## src/rtl/sr04_pkg.sv

```systemverilog
// Shared definitions for the multi-channel HC-SR04 ranging controller.
// Holds the controller state encoding and the echo-to-centimetre scale
// constants (distance = echo_us * K_MUL >> K_SHIFT, about 1/58 cm per us).
package sr04_pkg;

  typedef enum logic [2:0] {
    ST_IDLE    = 3'd0,
    ST_TRIG    = 3'd1,
    ST_WAIT_HI = 3'd2,
    ST_MEAS    = 3'd3,
    ST_GAP     = 3'd4
  } state_t;

  localparam int unsigned K_MUL   = 1130;
  localparam int unsigned K_SHIFT = 16;

endpackage

```

## src/rtl/sr04_multi_ctrl_if.sv

```systemverilog
// Pin/bus bundle between the board, the ranging controller and the consumer
// logic (display/UART).
//   start, auto_en, ch_en, echo     : requests and raw sensor pins into the controller
//   trigger, distance, valid,
//   timeout_err, busy               : results out of the controller
// master = the side driving requests and echo pins; slave = the controller.
interface sr04_multi_ctrl_if #(
  parameter int unsigned N_CH   = 4,
  parameter int unsigned DIST_W = 12
);
  logic                     start;
  logic                     auto_en;
  logic [N_CH-1:0]          ch_en;
  logic [N_CH-1:0]          echo;
  logic [N_CH-1:0]          trigger;
  logic [N_CH*DIST_W-1:0]   distance;
  logic [N_CH-1:0]          valid;
  logic [N_CH-1:0]          timeout_err;
  logic                     busy;

  modport master (
    output start, auto_en, ch_en, echo,
    input  trigger, distance, valid, timeout_err, busy
  );

  modport slave (
    input  start, auto_en, ch_en, echo,
    output trigger, distance, valid, timeout_err, busy
  );
endinterface

```

## src/rtl/sr04_tick_gen.sv

```systemverilog
// 1 us timebase: a single-cycle registered tick every CLK_HZ/1_000_000 clocks.
//   clk, reset : system clock, asynchronous active-high reset
//   tick       : one-cycle pulse once per microsecond
module sr04_tick_gen #(
  parameter int unsigned CLK_HZ = 100_000_000
) (
  input  logic clk,
  input  logic reset,
  output logic tick
);
  localparam int unsigned DIV   = CLK_HZ / 1_000_000;
  localparam int unsigned CNT_W = $clog2(DIV);

  logic [CNT_W-1:0] cnt;

  // Free-running prescaler; tick follows the terminal count by one cycle.
  always_ff @(posedge clk or posedge reset) begin
    if (reset) begin
      cnt  <= '0;
      tick <= 1'b0;
    end else begin
      tick <= (cnt == CNT_W'(DIV - 1));
      cnt  <= (cnt == CNT_W'(DIV - 1)) ? '0 : cnt + CNT_W'(1);
    end
  end
endmodule

```

## src/rtl/sr04_multi_ctrl.sv

```systemverilog
// Multi-channel HC-SR04 ranging controller. Scans the enabled sensors
// round-robin with one channel in flight, measures the echo pulse in
// microseconds and converts it to saturated centimetres.
//   clk, reset : system clock, asynchronous active-high reset
//   bus        : slave side of sr04_multi_ctrl_if (start/auto_en/ch_en/echo in;
//                trigger/distance/valid/timeout_err/busy out)
module sr04_multi_ctrl #(
  parameter int unsigned N_CH       = 4,
  parameter int unsigned CLK_HZ     = 100_000_000,
  parameter int unsigned DIST_W     = 12,
  parameter int unsigned TRIG_US    = 10,
  parameter int unsigned TIMEOUT_US = 30000,
  parameter int unsigned GAP_US     = 10000
) (
  input  logic              clk,
  input  logic              reset,
  sr04_multi_ctrl_if.slave  bus
);
  import sr04_pkg::*;

  localparam int unsigned ECHO_W = $clog2(TIMEOUT_US + 1);
  localparam int unsigned PROD_W = ECHO_W + 11;
  localparam int unsigned CMP_W  = (PROD_W > DIST_W) ? PROD_W : DIST_W;
  localparam int unsigned MAX_TG = (TRIG_US > GAP_US) ? TRIG_US : GAP_US;
  localparam int unsigned MAX_US = (MAX_TG > TIMEOUT_US) ? MAX_TG : TIMEOUT_US;
  localparam int unsigned US_W   = $clog2(MAX_US + 1);
  localparam logic [CMP_W-1:0] DIST_MAX = CMP_W'({DIST_W{1'b1}});

  state_t                        state;
  logic                          tick;
  logic [N_CH-1:0]               echo_m, echo_s, echo_d;
  logic [N_CH-1:0]               sel;        // one-hot selected channel
  logic [N_CH-1:0]               scan_mask;
  logic [US_W-1:0]               us_cnt;
  logic [ECHO_W-1:0]             echo_cnt;
  logic [N_CH-1:0]               trig_q, valid_q, err_q;
  logic [N_CH-1:0][DIST_W-1:0]   dist_q;
  logic                          busy_q;

  logic                          echo_cur_c, rise_c;
  logic [N_CH-1:0]               higher_c;
  logic [PROD_W-1:0]             prod_c;
  logic [CMP_W-1:0]              scaled_c;
  logic [DIST_W-1:0]             dist_c;

  sr04_tick_gen #(.CLK_HZ(CLK_HZ)) u_tick (
    .clk   (clk),
    .reset (reset),
    .tick  (tick)
  );

  // Isolates the lowest set bit of a mask.
  function automatic logic [N_CH-1:0] lowest(input logic [N_CH-1:0] m);
    return m & (~m + N_CH'(1));
  endfunction

  // Two-flop synchronizer plus one delay stage for rise detection.
  always_ff @(posedge clk or posedge reset) begin
    if (reset) begin
      echo_m <= '0;
      echo_s <= '0;
      echo_d <= '0;
    end else begin
      echo_m <= bus.echo;
      echo_s <= echo_m;
      echo_d <= echo_s;
    end
  end

  assign echo_cur_c = |(echo_s & sel);
  assign rise_c     = |(echo_s & ~echo_d & sel);
  // Enabled channels strictly above the current one.
  assign higher_c   = scan_mask & ~(sel | (sel - N_CH'(1)));

  // Saturating echo-count to centimetre conversion; clamp after the shift.
  assign prod_c   = PROD_W'(echo_cnt) * PROD_W'(K_MUL);
  assign scaled_c = CMP_W'(prod_c >> K_SHIFT);
  assign dist_c   = (scaled_c > DIST_MAX) ? DIST_MAX[DIST_W-1:0] : scaled_c[DIST_W-1:0];

  // Scan sequencer.
  always_ff @(posedge clk or posedge reset) begin
    if (reset) begin
      state     <= ST_IDLE;
      sel       <= '0;
      scan_mask <= '0;
      us_cnt    <= '0;
      echo_cnt  <= '0;
      trig_q    <= '0;
      valid_q   <= '0;
      err_q     <= '0;
      dist_q    <= '0;
      busy_q    <= 1'b0;
    end else begin
      valid_q <= '0;
      unique case (state)
        ST_IDLE: begin
          if ((bus.start || bus.auto_en) && (bus.ch_en != '0)) begin
            scan_mask <= bus.ch_en;
            sel       <= lowest(bus.ch_en);
            us_cnt    <= '0;
            busy_q    <= 1'b1;
            state     <= ST_TRIG;
          end
        end
        ST_TRIG: begin
          trig_q <= sel;
          if (tick) begin
            if (us_cnt == US_W'(TRIG_US - 1)) begin
              trig_q <= '0;
              us_cnt <= '0;
              state  <= ST_WAIT_HI;
            end else begin
              us_cnt <= us_cnt + US_W'(1);
            end
          end
        end
        ST_WAIT_HI: begin
          if (rise_c) begin
            // The rise cycle already has echo high, so a tick here counts.
            echo_cnt <= tick ? ECHO_W'(1) : '0;
            state    <= ST_MEAS;
          end else if (tick) begin
            if (us_cnt == US_W'(TIMEOUT_US - 1)) begin
              err_q  <= err_q | sel;
              us_cnt <= '0;
              state  <= ST_GAP;
            end else begin
              us_cnt <= us_cnt + US_W'(1);
            end
          end
        end
        ST_MEAS: begin
          if (!echo_cur_c) begin
            for (int unsigned i = 0; i < N_CH; i++) begin
              if (sel[i]) dist_q[i] <= dist_c;
            end
            valid_q <= sel;
            err_q   <= err_q & ~sel;
            us_cnt  <= '0;
            state   <= ST_GAP;
          end else if (tick) begin
            if (echo_cnt == ECHO_W'(TIMEOUT_US - 1)) begin
              err_q  <= err_q | sel;
              us_cnt <= '0;
              state  <= ST_GAP;
            end else begin
              echo_cnt <= echo_cnt + ECHO_W'(1);
            end
          end
        end
        ST_GAP: begin
          if (tick) begin
            if (us_cnt == US_W'(GAP_US - 1)) begin
              us_cnt <= '0;
              if (higher_c != '0) begin
                sel   <= lowest(higher_c);
                state <= ST_TRIG;
              end else if (bus.auto_en && (bus.ch_en != '0)) begin
                scan_mask <= bus.ch_en;
                sel       <= lowest(bus.ch_en);
                state     <= ST_TRIG;
              end else begin
                busy_q <= 1'b0;
                state  <= ST_IDLE;
              end
            end else begin
              us_cnt <= us_cnt + US_W'(1);
            end
          end
        end
        default: begin
          trig_q <= '0;
          busy_q <= 1'b0;
          state  <= ST_IDLE;
        end
      endcase
    end
  end

  assign bus.trigger     = trig_q;
  assign bus.distance    = dist_q;
  assign bus.valid       = valid_q;
  assign bus.timeout_err = err_q;
  assign bus.busy        = busy_q;
endmodule

```

## src/flat_wrapper.sv

```systemverilog
// flat-port wrapper written by rule: the top's interface ports become plain ports
module sr04_multi_ctrl_flat import sr04_pkg::*;
#(
  parameter int unsigned N_CH       = 4,
  parameter int unsigned CLK_HZ     = 100_000_000,
  parameter int unsigned DIST_W     = 12,
  parameter int unsigned TRIG_US    = 10,
  parameter int unsigned TIMEOUT_US = 30000,
  parameter int unsigned GAP_US     = 10000
)
  (clk, reset, bus_start, bus_auto_en, bus_ch_en, bus_echo, bus_trigger, bus_distance, bus_valid, bus_timeout_err, bus_busy);
  sr04_multi_ctrl_if #(.N_CH(N_CH), .DIST_W(DIST_W)) bus_i ();
  input  logic clk;
  input  logic reset;
  input wire logic [$bits(bus_i.start)-1:0] bus_start;
  input wire logic [$bits(bus_i.auto_en)-1:0] bus_auto_en;
  input wire logic [$bits(bus_i.ch_en)-1:0] bus_ch_en;
  input wire logic [$bits(bus_i.echo)-1:0] bus_echo;
  output wire logic [$bits(bus_i.trigger)-1:0] bus_trigger;
  output wire logic [$bits(bus_i.distance)-1:0] bus_distance;
  output wire logic [$bits(bus_i.valid)-1:0] bus_valid;
  output wire logic [$bits(bus_i.timeout_err)-1:0] bus_timeout_err;
  output wire logic [$bits(bus_i.busy)-1:0] bus_busy;
  assign bus_i.start = bus_start;
  assign bus_i.auto_en = bus_auto_en;
  assign bus_i.ch_en = bus_ch_en;
  assign bus_i.echo = bus_echo;
  assign bus_trigger = bus_i.trigger;
  assign bus_distance = bus_i.distance;
  assign bus_valid = bus_i.valid;
  assign bus_timeout_err = bus_i.timeout_err;
  assign bus_busy = bus_i.busy;
  sr04_multi_ctrl #(.N_CH(N_CH), .CLK_HZ(CLK_HZ), .DIST_W(DIST_W), .TRIG_US(TRIG_US), .TIMEOUT_US(TIMEOUT_US), .GAP_US(GAP_US)) u_core (.clk(clk), .reset(reset), .bus(bus_i));
endmodule
```

## config.mk

```make
export PLATFORM = sky130hd
export DESIGN_NAME = sr04_multi_ctrl_flat
export DESIGN_NICKNAME = d
export VERILOG_FILES = /design/src/rtl/sr04_pkg.sv /design/src/rtl/sr04_multi_ctrl_if.sv /design/src/rtl/sr04_tick_gen.sv /design/src/rtl/sr04_multi_ctrl.sv /design/src/flat_wrapper.sv
export SDC_FILE = /design/constraint.sdc
export NUM_CORES = 1
export LEC_CHECK = 0
export CAP_MARGIN = 40
export CORE_UTILIZATION = 55
export CTS_BUF_LIST = sky130_fd_sc_hd__clkbuf_4
export DETAILED_ROUTE_END_ITERATION = 7
export DONT_BUFFER_PORTS = 1
export PLACE_DENSITY = 0.7
export SYNTH_ARGS = -nofsm -noshare
export SYNTH_HDL_FRONTEND = slang
export SYNTH_SLANG_ARGS = --single-unit
```

## constraint.sdc

```tcl
create_clock -name clk -period 5.2 [get_ports clk]
set_clock_uncertainty 0.2 [all_clocks]
set_input_delay 0.52 -clock clk [delete_from_list [all_inputs] [get_ports clk]]
set_output_delay 0.52 -clock clk [all_outputs]
set_load 0.1 [all_outputs]
```

**Run 1: cell outlines without signal wires**

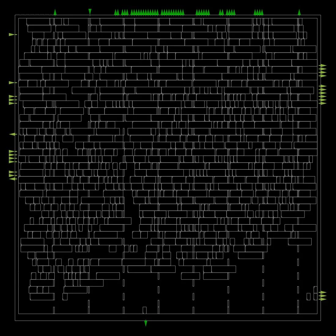
core area: 0.0138 sq mm
Cell Rows: 43
Finished Layout Cells: 1,023
flop share of the area: 29.8%
Filler Cells Inserted: 959

**Run 1: drive-strength map**

(2 px per micron)
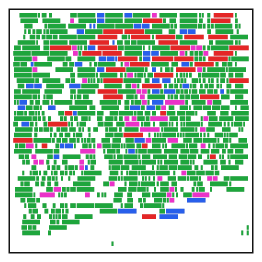
Key: green = _0 and _1 cells [cells 698, most used dfrtp_1]; magenta = _3 and _4 cells [cells 52, most used clkbuf_4]; blue = _2 cells [cells 50, most used mux2_2]; red = _6 and larger [cells 43, most used buf_16]
Non-CTS buffers: 62
area growth from synthesis to layout: 22.0%
final worst slack: 78.2 ps
Design Area, Final: 0.00949 sq mm

==> Changelog: implementation, run 1 <==
## Flow update

- Status: finished, final reports clean
- Starting DRT DRC Count: 498
- CP Max Fanout: 8
- Tot GR Track Use: 27.5%
- First-pass GRT wire length: 31,200 microns
- Ys Warns: 0
- DRC: 0
- CTS clk-pin slew, worst paths: 120 ps
- Crit end category: flop
- Largest net degree at the start of global routing: 70
- CP startpoint kind: flop
- Post-synth EDFFs: 0
- Worst r2r src: u_core.echo_cnt[11]
- Vias/cell: 6.25
- Worst Path Arrival: 5330 ps
- 1st-pass router iterations: 5
- Dpl ws: 5.97 ps
- Critical path depth: 16
- Ant diodes: 0
- Mapped Cells: 768
- Clock tree sinks: 113
- Logic pwr share: 3.8%
- Worst hold-check path type: in -> reg
**Run 1: zoomed window**

Window x 35 to 85, y 60 to 110 microns. Cells in gray, sequential cells in the stronger gray; small squares are vias.
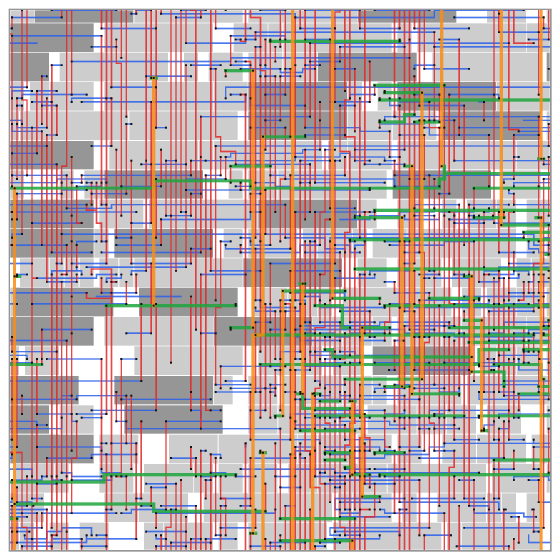
Key: orange = metal 4; red = metal 2; blue = metal 1; green = metal 3
171 logic cells have their middle in the window. Sequential cells in the window: 23. Netlist names of flops here include u_core.bus.distance (14), u_core.bus.trigger (4), u_core.state (2). Most frequent: dfrtp_1 (23), buf_16 (16), nand2_1 (13).

**Run 1: wire density map**

(3 px per micron) 24 x 24 tiles, from dark purple (low) to yellow (high), scaled to the fullest tile. Values are wire area over tile area, all layers added.
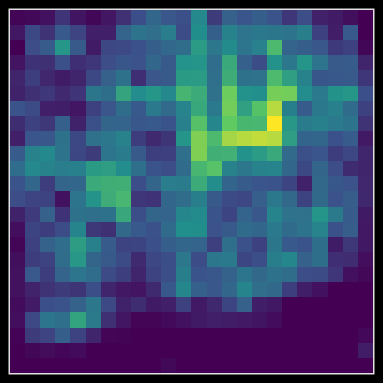
11% of the tiles are over half the peak. The emptiest ninth of the die: south-east. The mean over all tiles is 0.23.
total length of routed wires: 20,500 microns
drt wl/cell: 20.0 microns
vias post-DR: 6,393

==> run 1: worst reg2reg max path, cell delays in order, from the launching register on <==
cell and delay, ps:
dfrtp_1 520, inv_1 150, ha_1 300, inv_1 40, ha_1 310, fa_1 540, inv_1 50, fa_1 530
inv_1 40, ha_1 280, ha_1 480, a21oi_1 190, o21a_1 210, o21ai_0 410, nand2_1 120, a41oi_1 430
o21ai_0 180
==> run 1: synth_stat cells, types with 12 or more instances <==
library cell and count:
clkbuf_1 12, nand3_1 24, ha_1 87, xnor2_1 14, a21oi_1 26, nand4_1 14, fa_1 30, mux2_2 26
a22o_1 16, o21ai_0 35, nor3_1 20, dfrtp_1 113, nor2_1 43, inv_1 84, nand2_1 49
==> run 1: stage by stage <==
stage,setup TNS (ps),utilization (%)
final,0,68.7
after global routing,-994,68.7
after detailed placement,0,63.8
after floorplan,0,-
after global placement,0,57.6
after CTS,0,66.6
==> run 1: what timing repair did <==
item                                    in CTS  in global routing
hold buffers                                 9                  0
pin swaps                                    0                  6
gates resized                                2                 18
buffers inserted                             0                  8
hold endpoints to repair                    76                  0
endpoints found under the setup margin       3                 33
==> run 1: registers in the layout, indices dropped and copies added, names as in the netlist, 7 cells and up, named ones only <==
| register | cells |
|---|---|
| u_core.bus.distance | 40 |
| u_core.echo_cnt | 15 |
| u_core.u_tick.cnt | 7 |
| u_core.us_cnt | 15 |
==> run 1: cells by family (layout without fill, tap and decap cells) <==
kind of cell | after synthesis | count (layout) | synth area share [%]
buffers and inverters | 115 | 183 | 6.19
and+or+nand+nor | 217 | 217 | 14.7
DFF | 113 | 113 | 36.3
adders and majority gates | 118 | 118 | 21.8
xor gates and xnor gates | 20 | 20 | 2.25
muxes | 34 | 34 | 4.79
AOI/OAI and AO/OA | 150 | 150 | 13.8
other | 1 | 8 | 0.0482
==> run 1: power by group through the flow <==
stage	clock network [mW]	registers [mW]	logic, mW
floorplan	0	0.903	0.0544
global placement	0	0.904	0.0566
detailed placement	0	0.904	0.0578
CTS	0.701	0.887	0.0631
global route	0.739	0.888	0.0689
finish	0.697	0.887	0.0628
==> run 1: area by class of cell <==
| cell class | instances | area [sq um] |
|---|---|---|
| Clock inverter | 14 | 154 |
| Inverter | 89 | 337 |
| Fill cell | 959 | 4330 |
| Sequential cell | 113 | 2830 |
| Timing Repair Buffer | 62 | 1200 |
| Tap cell | 180 | 225 |
| Clock buffer | 18 | 135 |
| Multi-Input combinational cell | 547 | 4600 |
==> run 1: per-layer routing <==
| metal | vias up | track usage [%] | share of wire (%) |
|---|---|---|---|
| li1 | 2854 | - | - |
| met1 | 3180 | 33.0 | 39 |
| met2 | 275 | 47.6 | 51 |
| met3 | 84 | 6.25 | 5.8 |
| met4 | 0 | 11.0 | 4.4 |
| met5 | - | 0 | 0 |
**Run 1: PDN straps and rails**

(4 px per micron) Pins as bars on the die edge.
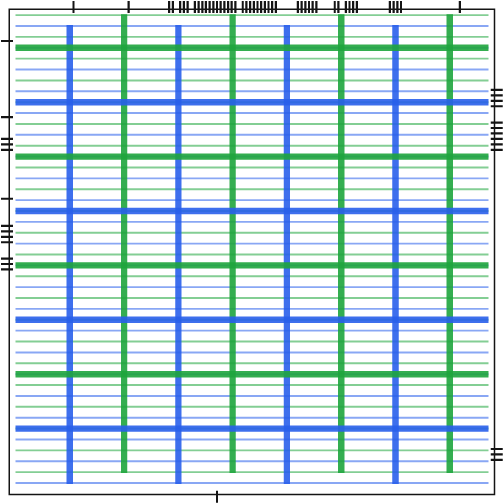

==> inputs of run 2 (changes only) <==
--- a/config.mk
+++ b/config.mk
@@ -6,11 +6,10 @@
 export NUM_CORES = 1
 export LEC_CHECK = 0
 export CAP_MARGIN = 40
-export CORE_UTILIZATION = 55
+export CORE_UTILIZATION = 40
 export CTS_BUF_LIST = sky130_fd_sc_hd__clkbuf_4
 export DETAILED_ROUTE_END_ITERATION = 7
 export DONT_BUFFER_PORTS = 1
-export PLACE_DENSITY = 0.7
 export SYNTH_ARGS = -nofsm -noshare
 export SYNTH_HDL_FRONTEND = slang
 export SYNTH_SLANG_ARGS = --single-unit
==> constraint.sdc (replaced) <==
create_clock -name clk -period 5.2 [get_ports clk]
set_clock_uncertainty 0.2 [all_clocks]
set_input_delay 1.04 -clock clk [delete_from_list [all_inputs] [get_ports clk]]
set_output_delay 1.04 -clock clk [all_outputs]
set_load 0.1 [all_outputs]
**Run 2: PDN straps and rails**

(3 px per micron) Pins as bars on the die edge.
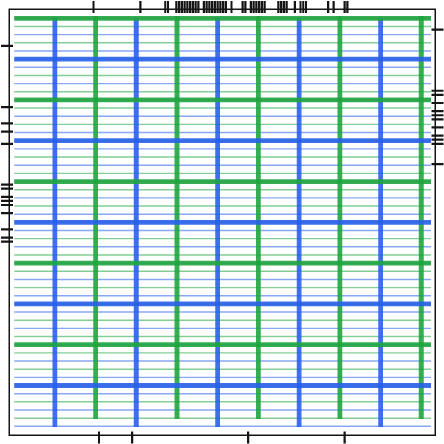
Key: blue = VSS; green = VDD
10 straps on met4. 73 signal pins sit on the boundary. 51 met1 rails follow the rows. 10 straps on met5.
core area: 0.0189 sq mm
maximum vdd ir drop: 174 uV
Die H: 141 microns
Die Width: 141 microns

==> run 2 against run 1 <==
Net effect:
- clock power is 6.0% higher
- flip-flop count stayed put
- wire length is 3.0% lower
- die area is 37% higher
- critical path depth is 1 lower
- setup slack worse by 28 ps
- critical path type unchanged
- largest cell class unchanged
- largest power group unchanged
==> Changelog: implementation, run 2 <==
## Flow update

- Grt peak-use layer: met2
- Number of cells in Yosys stat: 768
- Slew Viols, Final: 0
- 1st-pass router iterations: 5
- CP startpoint kind: flop
- Placed inst area: 0.00911 sq mm
- GR Layer Usage met1: 26.1%
- Most common cell in the netlist: dfrtp_1
- Ant diodes: 0
- Tmin final: 5150 ps
- Vias/cell: 5.44
- Cell Rows: 50
- LEAKAGE: 4.79 nW
- Met3 Track Usage GR: 5.10%
- Post-route ant nets: 0
- Worst hold-check path type: reg -> reg
- Largest register FFs: 40
- Post-synth top cells: dfrtp_1 (113), ha_1 (87), inv_1 (84)
- Starting DRT DRC Count: 396
- Storage cell area: 0.00283 sq mm
- Status: finished, final reports clean
- Post-synth EDFFs: 0
- Vias post-DR: 5,978
- Area growth from synthesis to layout: 24.0%
- Initial antenna violation count: 0
- CP Max Fanout: 5
- GR met2 Demand/Resource: 34.7%
- Filler Cells Inserted: 1,697
- Worst Path Arrival: 5430 ps
- Crit end category: flop
- Ys Warns: 0
- Largest net degree at the start of global routing: 41
- Clock tree sinks: 113
- Most frequent logic cell in the layout: dfrtp_1
- First-pass GRT wire length: 31,800 microns
- Mapped Cells: 768
- Gate Area: 0.00453 sq mm
- CTS clk-pin slew, worst paths: 130 ps
- Post-route clock period utilization: 99.0%
- Post-CTS Hold Buffers: 0
- Design Area, Final: 0.00965 sq mm
**Run 2: wire density map**

(3 px per micron) 28 x 28 tiles, from dark purple (low) to yellow (high), scaled to the fullest tile. Values are wire area over tile area, all layers added.
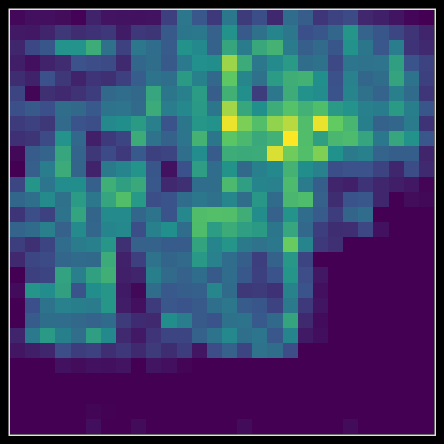
The emptiest ninth of the die: south-east. 26% of the tiles are nearly empty. The fullest tile reaches 0.61. The mean over all tiles is 0.16. The densest ninth of the die: north.
Tot GR Track Use: 20.6%
drt wl/cell: 18.1 microns
total length of routed wires: 19,800 microns

run 2: cell count changes in the layout (fill, tap and decap cells not counted), moves of 2 or more:
cell | before | now
dlygate4sd3_1 | 9 | 0
buf_4 | 16 | 13
dfrtp_2 | 4 | 2
dfrtp_1 | 109 | 111
buf_16 | 35 | 43
inv_8 | 0 | 5
clkinvlp_4 | 3 | 1
clkinv_2 | 2 | 0
run 2: path summary, 6_finish.rpt:
kind                                                end               start  slack (ps)  depth (start not counted)
worst max register to register  u_core.bus.distance[25]  u_core.echo_cnt[8]          50                         15
min in group asynchronous              u_core.us_cnt[4]               reset         180                          1
worst min-delay path                   u_core.echo_s[3]    u_core.echo_m[3]         170                          0
worst max-delay path            u_core.bus.distance[25]  u_core.echo_cnt[8]          50                         15
worst min register to register         u_core.echo_s[3]    u_core.echo_m[3]         170                          0
max in group asynchronous       u_core.bus.distance[20]               reset        3720                          2
run 2: per-stage QoR:
step / setup TNS [ps] / setup slack, ps / std cells / util (%)
floorplan: 0 / 354 / 775 / -
global placement: 0 / 138 / 1019 / 42.7
detailed placement: 0 / 38.2 / 1058 / 48.2
CTS: 0 / 41.6 / 1090 / 49.9
global route: -1050 / -122 / 1099 / 51.1
finish: 0 / 50.6 / 1099 / 51.1
run 2: report_power, final:
group	internal (mW)	switching, mW	total (mW)
Sequential	0.884	0.00267	0.887
Combinational	0.00895	0.0504	0.0594
Clock	0.310	0.430	0.739
run 2: timing repair:
action,4_1_cts,5_1_grt
setup buffers,0,3
gates resized,1,7
pin swaps,0,1
endpoints found under the setup margin,4,27
run 2: cell families after synthesis:
group / synth area share [%]
multiplexers: 4.79
XOR/XNOR: 2.25
AND-OR/OR-AND: 13.8
AND/OR/NAND/NOR: 14.7
adder cells (fa/ha/maj): 21.8
flip-flops: 36.3
buffers and inverters: 6.19
other: 0.0482
run 2: layout make-up:
type                       count  area share (%)
inverter                      89            3.49
clock buffer                  17            1.32
multi-input combinational    547            47.0
clock inverter                15            1.92
sequential                   113            29.3
timing repair buffer          58            13.6
tap                          260            3.37
run 2: layer usage:
layer / routed length (microns) / up-vias
li1: - / 2846
met1: 8730 / 2949
met2: 9870 / 159
met3: 861 / 24
met4: 375 / 0
met5: 0 / -
**Run 2: cell outlines without signal wires**

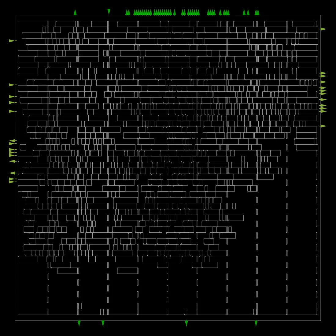

==> inputs of run 3 (changes only) <==
==> constraint.sdc (replaced) <==
create_clock -name clk -period 5.2 [get_ports clk]
set_clock_uncertainty 0.2 [all_clocks]
set_input_delay 1.04 -clock clk [delete_from_list [all_inputs] [get_ports clk]]
set_output_delay 1.04 -clock clk [all_outputs]
set_load 0.02 [all_outputs]
**Run 3: cell outlines without signal wires**

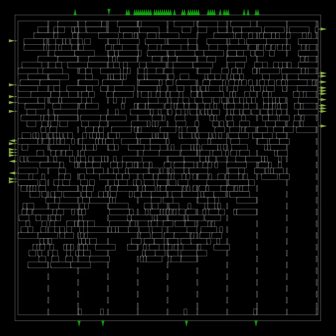
# Taps: 260
flip-flop and latch count: 113

==> run 3 against run 2 <==
Net effect:
- global-route usage fell by 1.4 points
- via count down 4.2%
- die area unchanged
- flip-flop count is the same
- clock power down 7.4%
- highest routed layer unchanged
==> Changelog: implementation, run 3 <==
## Flow update

- LEAKAGE: 4.28 nW
- Filler Cells Inserted: 1,847
- Crit end category: flop
- Die Width: 141 microns
- Post-synth EDFFs: 0
- Post-route clock period utilization: 95.7%
- Dpl ws: 218 ps
- Rel. slew slack: 47.7%
- Die H: 141 microns
- Cell Rows: 50
- Post-CTS sizing: 0
- Worst Path Arrival: 5210 ps
- Most frequent logic cell in the layout: dfrtp_1
- Largest register FFs: 40
- 1st-pass router iterations: 5
- Number of cells in Yosys stat: 768
- Tot GR Track Use: 19.2%
- Area growth from synthesis to layout: 8.42%
- Slew Viols, Final: 0
- Ys Warns: 0
- Status: finished, final reports clean
- Post-CTS setup buffer count: 0
- Worst hold-check path type: reg -> reg
- Cell taking the most area after synthesis: dfrtp_1
- Tmin final: 4980 ps
- Total length of routed wires: 17,900 microns
- Vias post-DR: 5,729
- Starting DRT DRC Count: 361
- Final worst slack: 223 ps
- Flop-to-flop setup slack: 220 ps
- DRC: 0
- Most common cell in the netlist: dfrtp_1
- CP Max Fanout: 5
- Placed inst area: 0.00811 sq mm
- Core area: 0.0189 sq mm
- Vias/cell: 5.43
- Mapped Cells: 768
- Setup TNS: 0 ps
- Post-route ant nets: 0
- Clock tree sinks: 113
- Post-synth top cells: dfrtp_1 (113), ha_1 (87), inv_1 (84)
- Largest net degree at the start of global routing: 43
- Initial antenna violation count: 1
- First-pass GRT wire length: 30,100 microns
**Run 3: PDN straps and rails**

(3 px per micron) Pins as bars on the die edge.
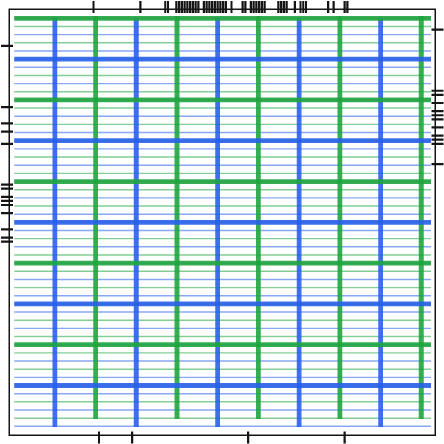
Key: green = VDD; blue = VSS
10 straps on met4. 51 met1 rails follow the rows. The core has 50 rows. 73 signal pins sit on the boundary.
maximum vdd ir drop: 186 uV

run 3: area by class of cell:
class / count / area (sq um) / share of cell area (%)
tap: 260 / 325 / 3.85
multi-input combinational: 547 / 4540 / 53.7
sequential: 113 / 2830 / 33.5
clock buffer: 17 / 128 / 1.51
inverter: 89 / 337 / 3.99
timing repair buffer: 14 / 118 / 1.39
antenna: 1 / 2.50 / 0.0297
clock inverter: 15 / 164 / 1.94
run 3: path summary, 6_finish.rpt:
check                                   startpoint                      end  cells past startpoint
worst min-delay path              u_core.echo_m[2]         u_core.echo_s[2]                      0
worst max-delay path            u_core.echo_cnt[6]  u_core.bus.distance[26]                     17
worst max register to register  u_core.echo_cnt[6]  u_core.bus.distance[26]                     17
min in group asynchronous                    reset     u_core.u_tick.cnt[3]                      1
worst min register to register    u_core.echo_m[2]         u_core.echo_s[2]                      0
max in group asynchronous                    reset  u_core.bus.distance[40]                      3
run 3: cell families after synthesis:
family	synth area share, %
fa+ha+maj	21.8
mux	4.79
flops	36.3
simple gates	14.7
xor+xnor	2.25
other cells	0.0482
buf+inv	6.19
compound gates	13.8
run 3: layer usage:
metal / share of wire (%) / GRT usage (%) / vias up
met4: 1.1 / 5.55 / 0
met2: 47 / 30.2 / 125
li1: - / - / 2768
met5: 0 / 0 / -
met3: 3.4 / 3.68 / 18
met1: 49 / 26.9 / 2818
run 3: where the power goes:
| group | total [mW] | switching [mW] | leakage (nW) | internal [mW] |
|---|---|---|---|---|
| registers | 0.887 | 0.00267 | 1.52 | 0.884 |
| logic | 0.0390 | 0.0301 | 2.61 | 0.00896 |
| clock network | 0.684 | 0.423 | 0.157 | 0.261 |
| total | 1.61 | 0.455 | 4.28 | 1.15 |
run 3: per-stage QoR:
| stage | util (%) | hold WS (ps) | cells |
|---|---|---|---|
| 2_1_floorplan | - | 131 | 775 |
| 3_3_place_gp | 42.8 | 133 | 1022 |
| 3_5_place_dp | 42.9 | 135 | 1023 |
| 4_1_cts | 44.5 | 163 | 1055 |
| 5_1_grt | 44.7 | 168 | 1056 |
| 6_report | 44.7 | 163 | 1056 |
Power is estimated from default activity; no workload was simulated.
